**src/rtl/nibble_serial_add_ctrl_pkg.sv**
```systemverilog
// Shared types and constants for the nibble-serial adder controller.
package nibble_serial_add_ctrl_pkg;

    localparam int NIB_W = 4;

    typedef enum logic [1:0] {
        IDLE = 2'd0,
        RUN  = 2'd1,
        DONE = 2'd2
    } state_t;

    // Width of the nibble counter; never narrower than one bit.
    function automatic int cnt_width(input int n);
        return (n > 1) ? $clog2(n) : 1;
    endfunction

endpackage

```
**src/rtl/nibble_adder4.sv**
```systemverilog
// Combinational 4-bit ripple adder slice; c3 is the carry into the top bit,
// exposed so the controller can derive signed overflow.
module nibble_adder4
    import nibble_serial_add_ctrl_pkg::*;
(
    input  logic [NIB_W-1:0] a,
    input  logic [NIB_W-1:0] b,
    input  logic             cin,
    output logic [NIB_W-1:0] sum,
    output logic             cout,
    output logic             c3
);

    // Ripple the carry bit by bit through the slice.
    always_comb begin
        logic [NIB_W:0] c;
        c    = '0;
        c[0] = cin;
        sum  = '0;
        for (int i = 0; i < NIB_W; i++) begin
            sum[i]   = a[i] ^ b[i] ^ c[i];
            c[i+1]   = (a[i] & b[i]) | (c[i] & (a[i] ^ b[i]));
        end
        cout = c[NIB_W];
        c3   = c[NIB_W-1];
    end

endmodule

```
**src/rtl/nibble_serial_add_ctrl.sv**
```systemverilog
// Nibble-serial add/subtract controller: one 4-bit slice, LSB nibble first,
// valid/ready handshakes on both sides.
//
// state | meaning
// ------+--------------------------------------------------------------
// IDLE  | ready for a new operation; result regs hold the last result
// RUN   | one nibble per cycle through the shared slice
// DONE  | result presented, held until the consumer accepts it
module nibble_serial_add_ctrl
    import nibble_serial_add_ctrl_pkg::*;
#(
    parameter int NNIB = 4
)
(
    input  logic                  CK,
    input  logic                  RSTN,
    input  logic                  IN_VALID,
    output logic                  IN_READY,
    input  logic [NIB_W*NNIB-1:0] A,
    input  logic [NIB_W*NNIB-1:0] B,
    input  logic                  CIN,
    input  logic                  SUB,
    output logic                  OUT_VALID,
    input  logic                  OUT_READY,
    output logic [NIB_W*NNIB-1:0] SUM,
    output logic                  COUT,
    output logic                  OVF,
    output logic                  BUSY
);

    localparam int W  = NIB_W * NNIB;
    localparam int CW = cnt_width(NNIB);
    localparam logic [CW-1:0] LAST = CW'(NNIB - 1);

    state_t            state;
    state_t            state_nxt;
    logic [CW-1:0]     cnt;
    logic [W-1:0]      a_reg;
    logic [W-1:0]      b_reg;
    logic              carry;
    logic              accept;
    logic              last;
    logic [NIB_W-1:0]  op_a;
    logic [NIB_W-1:0]  op_b;
    logic [NIB_W-1:0]  slice_sum;
    logic              slice_cout;
    logic              slice_c3;

    assign last = (cnt == LAST);

    // State register.
    always_ff @(posedge CK or negedge RSTN) begin
        if (!RSTN) state <= IDLE;
        else       state <= state_nxt;
    end

    // Next state and handshake outputs; all status outputs decode the state.
    always_comb begin
        state_nxt = state;
        IN_READY  = 1'b0;
        OUT_VALID = 1'b0;
        BUSY      = 1'b0;
        accept    = 1'b0;
        case (state)
            IDLE: begin
                IN_READY = 1'b1;
                if (IN_VALID) begin
                    accept    = 1'b1;
                    state_nxt = RUN;
                end
            end
            RUN: begin
                BUSY = 1'b1;
                if (last) state_nxt = DONE;
            end
            DONE: begin
                OUT_VALID = 1'b1;
                if (OUT_READY) state_nxt = IDLE;
            end
            default: state_nxt = IDLE;
        endcase
    end

    // Select the current nibble of each operand for the shared slice.
    always_comb begin
        op_a = '0;
        op_b = '0;
        for (int i = 0; i < NNIB; i++) begin
            if (cnt == CW'(i)) begin
                op_a = a_reg[i*NIB_W +: NIB_W];
                op_b = b_reg[i*NIB_W +: NIB_W];
            end
        end
    end

    nibble_adder4 u_slice (
        .a    (op_a),
        .b    (op_b),
        .cin  (carry),
        .sum  (slice_sum),
        .cout (slice_cout),
        .c3   (slice_c3)
    );

    // Operand capture on accept, then one nibble per RUN cycle into SUM.
    // Subtraction is folded in here: B is inverted and the carry seeded to 1.
    always_ff @(posedge CK or negedge RSTN) begin
        if (!RSTN) begin
            a_reg <= '0;
            b_reg <= '0;
            carry <= 1'b0;
            cnt   <= '0;
            SUM   <= '0;
            COUT  <= 1'b0;
            OVF   <= 1'b0;
        end else if (accept) begin
            a_reg <= A;
            b_reg <= SUB ? ~B : B;
            carry <= SUB ? 1'b1 : CIN;
            cnt   <= '0;
        end else if (state == RUN) begin
            for (int i = 0; i < NNIB; i++) begin
                if (cnt == CW'(i)) SUM[i*NIB_W +: NIB_W] <= slice_sum;
            end
            carry <= slice_cout;
            if (last) begin
                cnt  <= '0;
                COUT <= slice_cout;
                OVF  <= slice_c3 ^ slice_cout;
            end else begin
                cnt  <= cnt + CW'(1);
            end
        end
    end

endmodule

```
**config.mk**
```make
export PLATFORM = sky130hd
export DESIGN_NAME = nibble_serial_add_ctrl
export DESIGN_NICKNAME = d
export VERILOG_FILES = /design/src/rtl/nibble_serial_add_ctrl_pkg.sv /design/src/rtl/nibble_adder4.sv /design/src/rtl/nibble_serial_add_ctrl.sv
export SDC_FILE = /design/constraint.sdc
export NUM_CORES = 1
export LEC_CHECK = 0
export ABC_CLOCK_PERIOD_IN_PS = 3750
export CORE_AREA = 3 3 95 88
export CTS_CLUSTER_DIAMETER = 60
export DETAILED_ROUTE_END_ITERATION = 16
export DIE_AREA = 0 0 98 91
export PLACE_DENSITY = 0.68
export REMOVE_ABC_BUFFERS = 1
export SLEW_MARGIN = 15
export SYNTH_ARGS = -nofsm -noshare
export SYNTH_HDL_FRONTEND = slang
export SYNTH_HIERARCHICAL = 1
export SYNTH_SLANG_ARGS = --single-unit
```
**constraint.sdc**
```tcl
create_clock -name CK -period 3.75 [get_ports CK]
set_clock_uncertainty 0.15 [all_clocks]
set_input_delay 0.75 -clock CK [delete_from_list [all_inputs] [get_ports CK]]
set_output_delay 0.75 -clock CK [all_outputs]
set_load 0.005 [all_outputs]
```
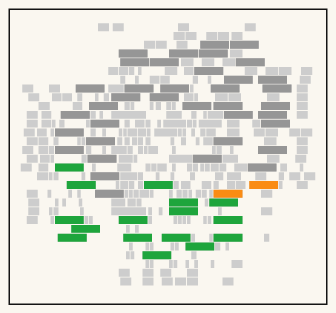
Fig. 1. Sequential cells grouped by signal name (run 1).
Other sequential cells in the stronger grey, the rest of the logic in the fainter grey.
a_reg -> green  # sequential cells 16
state -> orange  # sequential cells 2
Flop area: 0.00138 mm2
flop share of the area: 40.2%

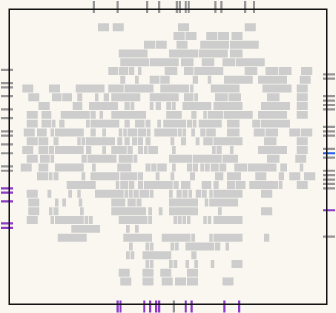
Fig. 2. Ports around the boundary (run 1).
Pins as bars across the die edge, other pins in grey.
COUT -> blue  # pins 1, direction output, edge right
A -> purple  # pins 16, direction input, edge 10 bottom, 5 left, 1 right
all pins by edge = 19 right, 17 left, 12 top, 11 bottom
die width: 98 um
Die Y-Extent: 91 um
number of buffers added on ports: 58

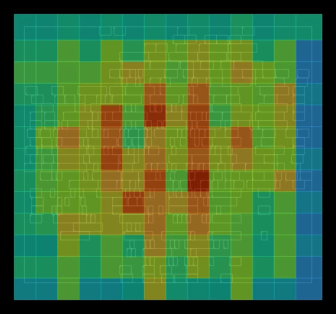
Fig. 3. Track usage over the die (run 1).
GRT Max-Usage Layer: met2
M2 GR Usage: 20.8%
met3 Resource Use GR: 4.07%

==> results.txt, run 1 <==
worst slew pin tran: 0.883 ns
Clock Path Buffers: 2
CTS root buf: clkbuf_8
Final Hold Viols: 0
sw frac: 38.0%
first-pass GRT wire length: 9.43 mm
Post-CTS Setup Bufs: 0
CP startpoint: cnt[0]
final worst path period share: 92.3%
Reg2Reg Depth: 12
WP depth: 12
min-delay worst type: in -> async
P_clk: 0.458 mW
mux frac, synth: 7.25%
power per cell area: 894 mW/mm2
clock network power share: 15.0%
Top logic family: AND-OR/OR-AND gates
CP Class: reg -> reg
1st-pass router iterations: 4
crit end category: flop
signal buffers share of area: 17.5%
vias in the first global route: 1993
Commonest Layout Cell: nand2_1
Seq pwr share: 34.3%
CTS Hold Buffers Added: 0
Crit path largest cell delay: 0.47 ns
Logic area: 0.00112 mm2
clock slew at reported path FFs: 0.10 ns
comb pwr: 1.55 mW
OpenROAD warning count: 28
drt first-iter violations: 77
initial antenna violation count: 0
Seq. pwr: 1.05 mW
Multi-Input Combinational: 179
Max Fclk: 289 MHz
Top Consumer: combinational logic
FF-to-FF End: SUM[15]
Slew Limit Fails: 0
mean routed wirelength per cell: 13.1 um
number of clock buffers in the layout: 5
RSZ-0062 raised after global routing: no
# nets final: 368
utilization after layout: 45.9%
Post-DRT Antenna Nets: 0
final instance area: 0.00343 mm2
TritonCTS clock tree: built
TNS Setup: 0 ns
Die Area: 0.00892 mm2
Worst R2R Setup Slack: 0.29 ns
Leakage: 1.54 nW
clock tree sinks: 55
final setup margin: 0.287 ns
Critical Path Sink: SUM[15]
Antenna Cells: 0
CP bufs+invs: 3
grt total ovfl: 0
HPWL Detailed: 4.13 mm
Seq share, synth: 52.1%
adder-cell share of the synthesized area: 4.93%
drt total wl: 5.50 mm
Flops: 55
and+or+nand+nor area frac: 12.0%
CTS buffer count: 5
sw power: 1.16 mW
Worst EP required: 3.80 ns
Via-to-Cell Ratio: 4.65
count of non-CTS buffers in the layout: 61
yosys cell count: 270
pre-CTS setup slack: 0.290 ns
critical path's most frequent cell: fa_1
share of cells above drive strength 1: 10.2%
Layout fillers: 732
Vias: 1947
routability congestion estimate: 0.792
Tmin final: 3.46 ns
H-tree Lvls: 2
CP delay by family, top: adder cells
XOR Share, Synth: 5.64%
crit-path cells: inv_1, ha_1, a21oi_1, o21ai_0, a22o_1, fa_1, inv_1, fa_1, fa_1, inv_1, fa_1, mux2_2
crit path DAT: 3.51 ns
yosys warns: 6
CP max FO: 14
core area: 0.00747 mm2
IO Count: 59
Tap Count: 96
yosys stat chip area: 0.00264 mm2
peak supply drop: 0.320 mV
dominant logic cell types in the final layout: nand2_1, clkdlybuf4s50_1, dfrtp_1
Startpoint Class: flop
max-cap viol count: 0
drc violations: 0
Yosys cell types: 22
clock-cell share of area: 3.98%
Synth Instances: 270
AND-OR/OR-AND share of the synthesized area: 12.3%
post-synthesis cell area: 0.00264 mm2
Power, Total: 3.07 mW
invs w/o clock: 20
Syn Area/Cell: 9.78 um2
clk latency late pin: 0.31 ns
Slew HR: 40.9%
Comb area share: 32.7%
hold_ws: 0.341 ns
fin cells: 419
post-cts resize count: 0
Area-dominant class: registers
placed cells: 411
# rows: 30
combinational power share: 50.7%
Area growth, synth to finish: 29.8%
final setup fails: 0
Slowest-stage cell, CP: ha_1
status: completed
internal power: 1.90 mW
Tot GR Track Use: 13.1%
FF+latch count, synth: 55
r2r startpoint: cnt[0]
## run 1: cell usage after synthesis, drive strengths merged
master  instances  share of area [%]
o31ai           2               0.57
nor2            1               0.14
o21ai          32                6.1
nand2          70                 10
a22o            8                2.7
or3b            1               0.33
nor3b           1               0.28
fa              4                3.0
a21oi          16                3.0
nand3b          1               0.28
inv            20                2.8
xnor2          13                4.3
buf             7                1.6
dfrtp          55                 52
mux2           17                7.3
nand3           3               0.57
xor2            4                1.3
nand2b          2               0.47
clkbuf          9                1.3
ha              4                1.9
## run 1: metal layers
metal,up-vias,wire (um),GRT usage (%)
met2,52,2530,20.8
met3,8,276,4.07
met5,-,0,0
met4,0,70,2.54
met1,912,2620,17.6
li1,975,-,-
==> inputs of run 2 (changes only) <==
--- a/config.mk
+++ b/config.mk
@@ -6,6 +6,7 @@
 export NUM_CORES = 1
 export LEC_CHECK = 0
 export ABC_CLOCK_PERIOD_IN_PS = 3750
+export CAP_MARGIN = 10
 export CORE_AREA = 3 3 95 88
 export CTS_CLUSTER_DIAMETER = 60
 export DETAILED_ROUTE_END_ITERATION = 16
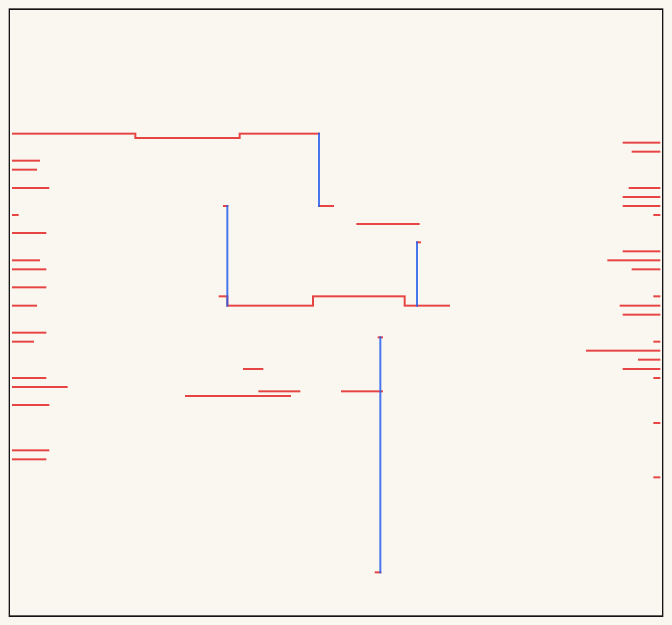
Fig. 4. Metal layers overlaid (run 2).
Only two layers are drawn.
met3 -> red  # wire length 277 um
met4 -> blue  # wire length 70.7 um

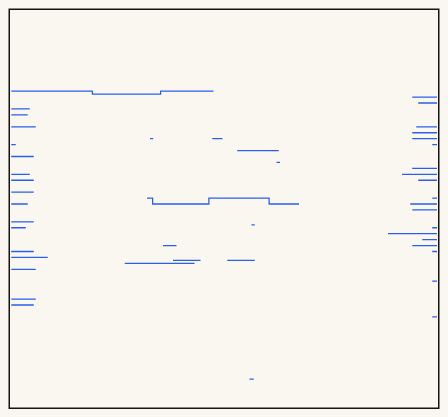
Fig. 5. Signal wires on met3 (run 2).
share of all routed wire = 5.0%
main direction = horizontal
Vias: 1947
drt total wl: 5.50 mm

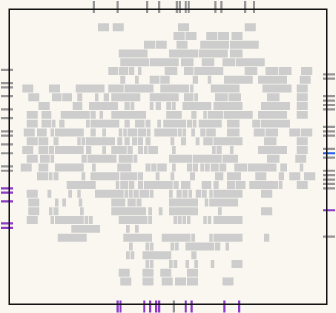
Fig. 6. Ports around the boundary (run 2).
Pins as bars across the die edge, other pins in grey.
COUT -> blue  # pins 1, direction output, edge right
A -> purple  # pins 16, direction input, edge 10 bottom, 5 left, 1 right

==> results.txt, run 2 <==
clock tree sinks: 55 (unchanged)
CP delay by family, top: adder cells
power per cell area: 894 mW/mm2 (unchanged)
CP Class: reg -> reg
mux frac, synth: 7.25% (unchanged)
invs w/o clock: 20 (unchanged)
drc violations: 0 (unchanged)
Syn Area/Cell: 9.78 um2 (unchanged)
number of clock buffers in the layout: 5 (unchanged)
number of enable flip-flop cells: 0 (unchanged)
met3 Resource Use GR: 4.07% (unchanged)
Tap Count: 96 (unchanged)
TritonCTS clock tree: built
Leakage: 1.54 nW (unchanged)
metal3 WL: 276 um (unchanged)
1st-pass router iterations: 4 (unchanged)
GRT Max-Usage Layer: met2
H-tree Lvls: 2 (unchanged)
final instance area: 0.00343 mm2 (unchanged)
Antenna Cells: 0 (unchanged)
and+or+nand+nor area frac: 12.0% (unchanged)
HPWL Detailed: 4.13 mm (unchanged)
IO Count: 59 (unchanged)
crit end category: flop
signal buffers share of area: 17.5% (unchanged)
Comb area share: 32.7% (unchanged)
CP max FO: 14 (unchanged)
Worst EP required: 3.80 ns (about the same)
yosys cell count: 270 (unchanged)
Flop area: 0.00138 mm2 (unchanged)
top cells, area: dfrtp_1, nand2_1, mux2_2
final setup fails: 0 (unchanged)
first-pass GRT wire length: 9.43 mm (unchanged)
WL met1: 2.62 mm (unchanged)
Largest type area fraction: 52.1% (unchanged)
Startpoint Class: flop
Tot GR Track Use: 13.1% (unchanged)
hold_ws: 0.341 ns (unchanged)
Layout fillers: 732 (unchanged)
worst slew pin tran: 0.883 ns (unchanged)
Yosys cell types: 22 (unchanged)
Clock Path Buffers: 2 (unchanged)
ys async rst share: 100% (unchanged)
share of cells above drive strength 1: 10.2% (unchanged)
Slew Limit Fails: 0 (unchanged)
Top logic family: AND-OR/OR-AND gates
fin cells: 419 (unchanged)
placed instance area: 0.00329 mm2
Synth Instances: 270 (unchanged)
flop share of the area: 40.2% (unchanged)
Post-DRT Antenna Nets: 0 (unchanged)
mean routed wirelength per cell: 13.1 um (unchanged)
Die Y-Extent: 91 um (unchanged)
M2 GR Usage: 20.8% (unchanged)
# rows: 30 (unchanged)
vias in the first global route: 1993 (unchanged)
Routed met2 length: 2.53 mm (unchanged)
crit path DAT: 3.51 ns (about the same)
Die Area: 0.00892 mm2 (unchanged)
yosys stat chip area: 0.00264 mm2 (unchanged)
post-synthesis cell area: 0.00264 mm2 (unchanged)
Max Fclk: 289 MHz (unchanged)
clock-cell share of area: 3.98% (unchanged)
Via-to-Cell Ratio: 4.65 (unchanged)
status: completed
WP depth: 12 (unchanged)
adder-cell share of the synthesized area: 4.93% (unchanged)
CTS buffer count: 5 (unchanged)
yosys warns: 6 (unchanged)
Flops: 55 (unchanged)
dominant logic cell types in the final layout: nand2_1, clkdlybuf4s50_1, dfrtp_1
uppermost layer routed: met4
Final Hold Viols: 0 (unchanged)
Area-dominant class: registers
final worst path period share: 92.3% (unchanged)
grt met1 use: 17.6% (unchanged)
# nets final: 368 (unchanged)
count of non-CTS buffers in the layout: 61 (unchanged)
crit-path cells: inv_1, ha_1, a21oi_1, o21ai_0, a22o_1, fa_1, inv_1, fa_1, fa_1, inv_1, fa_1, mux2_2
placed cells: 411 (unchanged)
clk latency late pin: 0.31 ns (about the same)
utilization after layout: 45.9% (unchanged)
critical path's most frequent cell: fa_1
main flop type: dfrtp_1
Commonest Layout Cell: nand2_1
FF-to-FF End: SUM[15]
Multi-Input Combinational: 179 (unchanged)
CP bufs+invs: 3 (unchanged)
number of buffers added on ports: 58 (unchanged)
Reg2Reg Depth: 12 (unchanged)
Yosys top cell by area: dfrtp_1
TNS Setup: 0 ns (unchanged)
CTS root buf: clkbuf_8
die width: 98 um (unchanged)
min-delay worst type: in -> async
FF+latch count, synth: 55 (unchanged)
core area: 0.00747 mm2 (unchanged)
grt total ovfl: 0 (unchanged)
clock slew at reported path FFs: 0.10 ns (about the same)
Logic area: 0.00112 mm2 (unchanged)
initial antenna violation count: 0 (unchanged)
max-cap viol count: 0 (unchanged)
Critical Path Sink: SUM[15]
largest net degree at the start of global routing: 40
Yosys top cell by instances: nand2_1
Seq share, synth: 52.1% (unchanged)
routability congestion estimate: 0.792 (unchanged)
AND-OR/OR-AND share of the synthesized area: 12.3% (unchanged)
OpenROAD warning count: 28 (unchanged)
Crit path largest cell delay: 0.47 ns (about the same)
peak supply drop: 0.320 mV (unchanged)
XOR Share, Synth: 5.64% (unchanged)
Worst R2R Setup Slack: 0.29 ns (about the same)
drt first-iter violations: 77 (unchanged)
Pre-Place Util: 35.3%
Tmin final: 3.46 ns (unchanged)
r2r startpoint: cnt[0]
Slowest-stage cell, CP: ha_1
top cells by count, synth: nand2_1, dfrtp_1, o21ai_0, inv_1, mux2_2
RSZ-0062 raised after global routing: no
Slew HR: 40.9% (unchanged)
Area growth, synth to finish: 29.8% (unchanged)
CP startpoint: cnt[0]
[run 2: timing repair]
action / in CTS / in global routing
hold buffers: 0 / 0
gates resized: 0 / 1
endpoints found under the hold margin: 0 / 0
setup buffers: 0 / 0
setup endpoints to repair: 0 / 4
[run 2: per-stage QoR]
stage	setup slack, ns	power (mW)
floorplan	0.555	2.00
global placement	0.401	2.60
detailed placement	0.290	2.64
CTS	0.272	3.10
global route	0.00106	3.36
finish	0.287	3.07
[run 2: power breakdown]
| part | leakage (nW) | total [mW] | internal [mW] | switching [mW] |
|---|---|---|---|---|
| Clock | 0.0644 | 0.458 | 0.266 | 0.192 |
| Sequential | 0.677 | 1.05 | 0.889 | 0.163 |
| Combinational | 0.794 | 1.55 | 0.746 | 0.809 |
| Total | 1.54 | 3.07 | 1.90 | 1.16 |
Power and IR drop assume default switching activity.
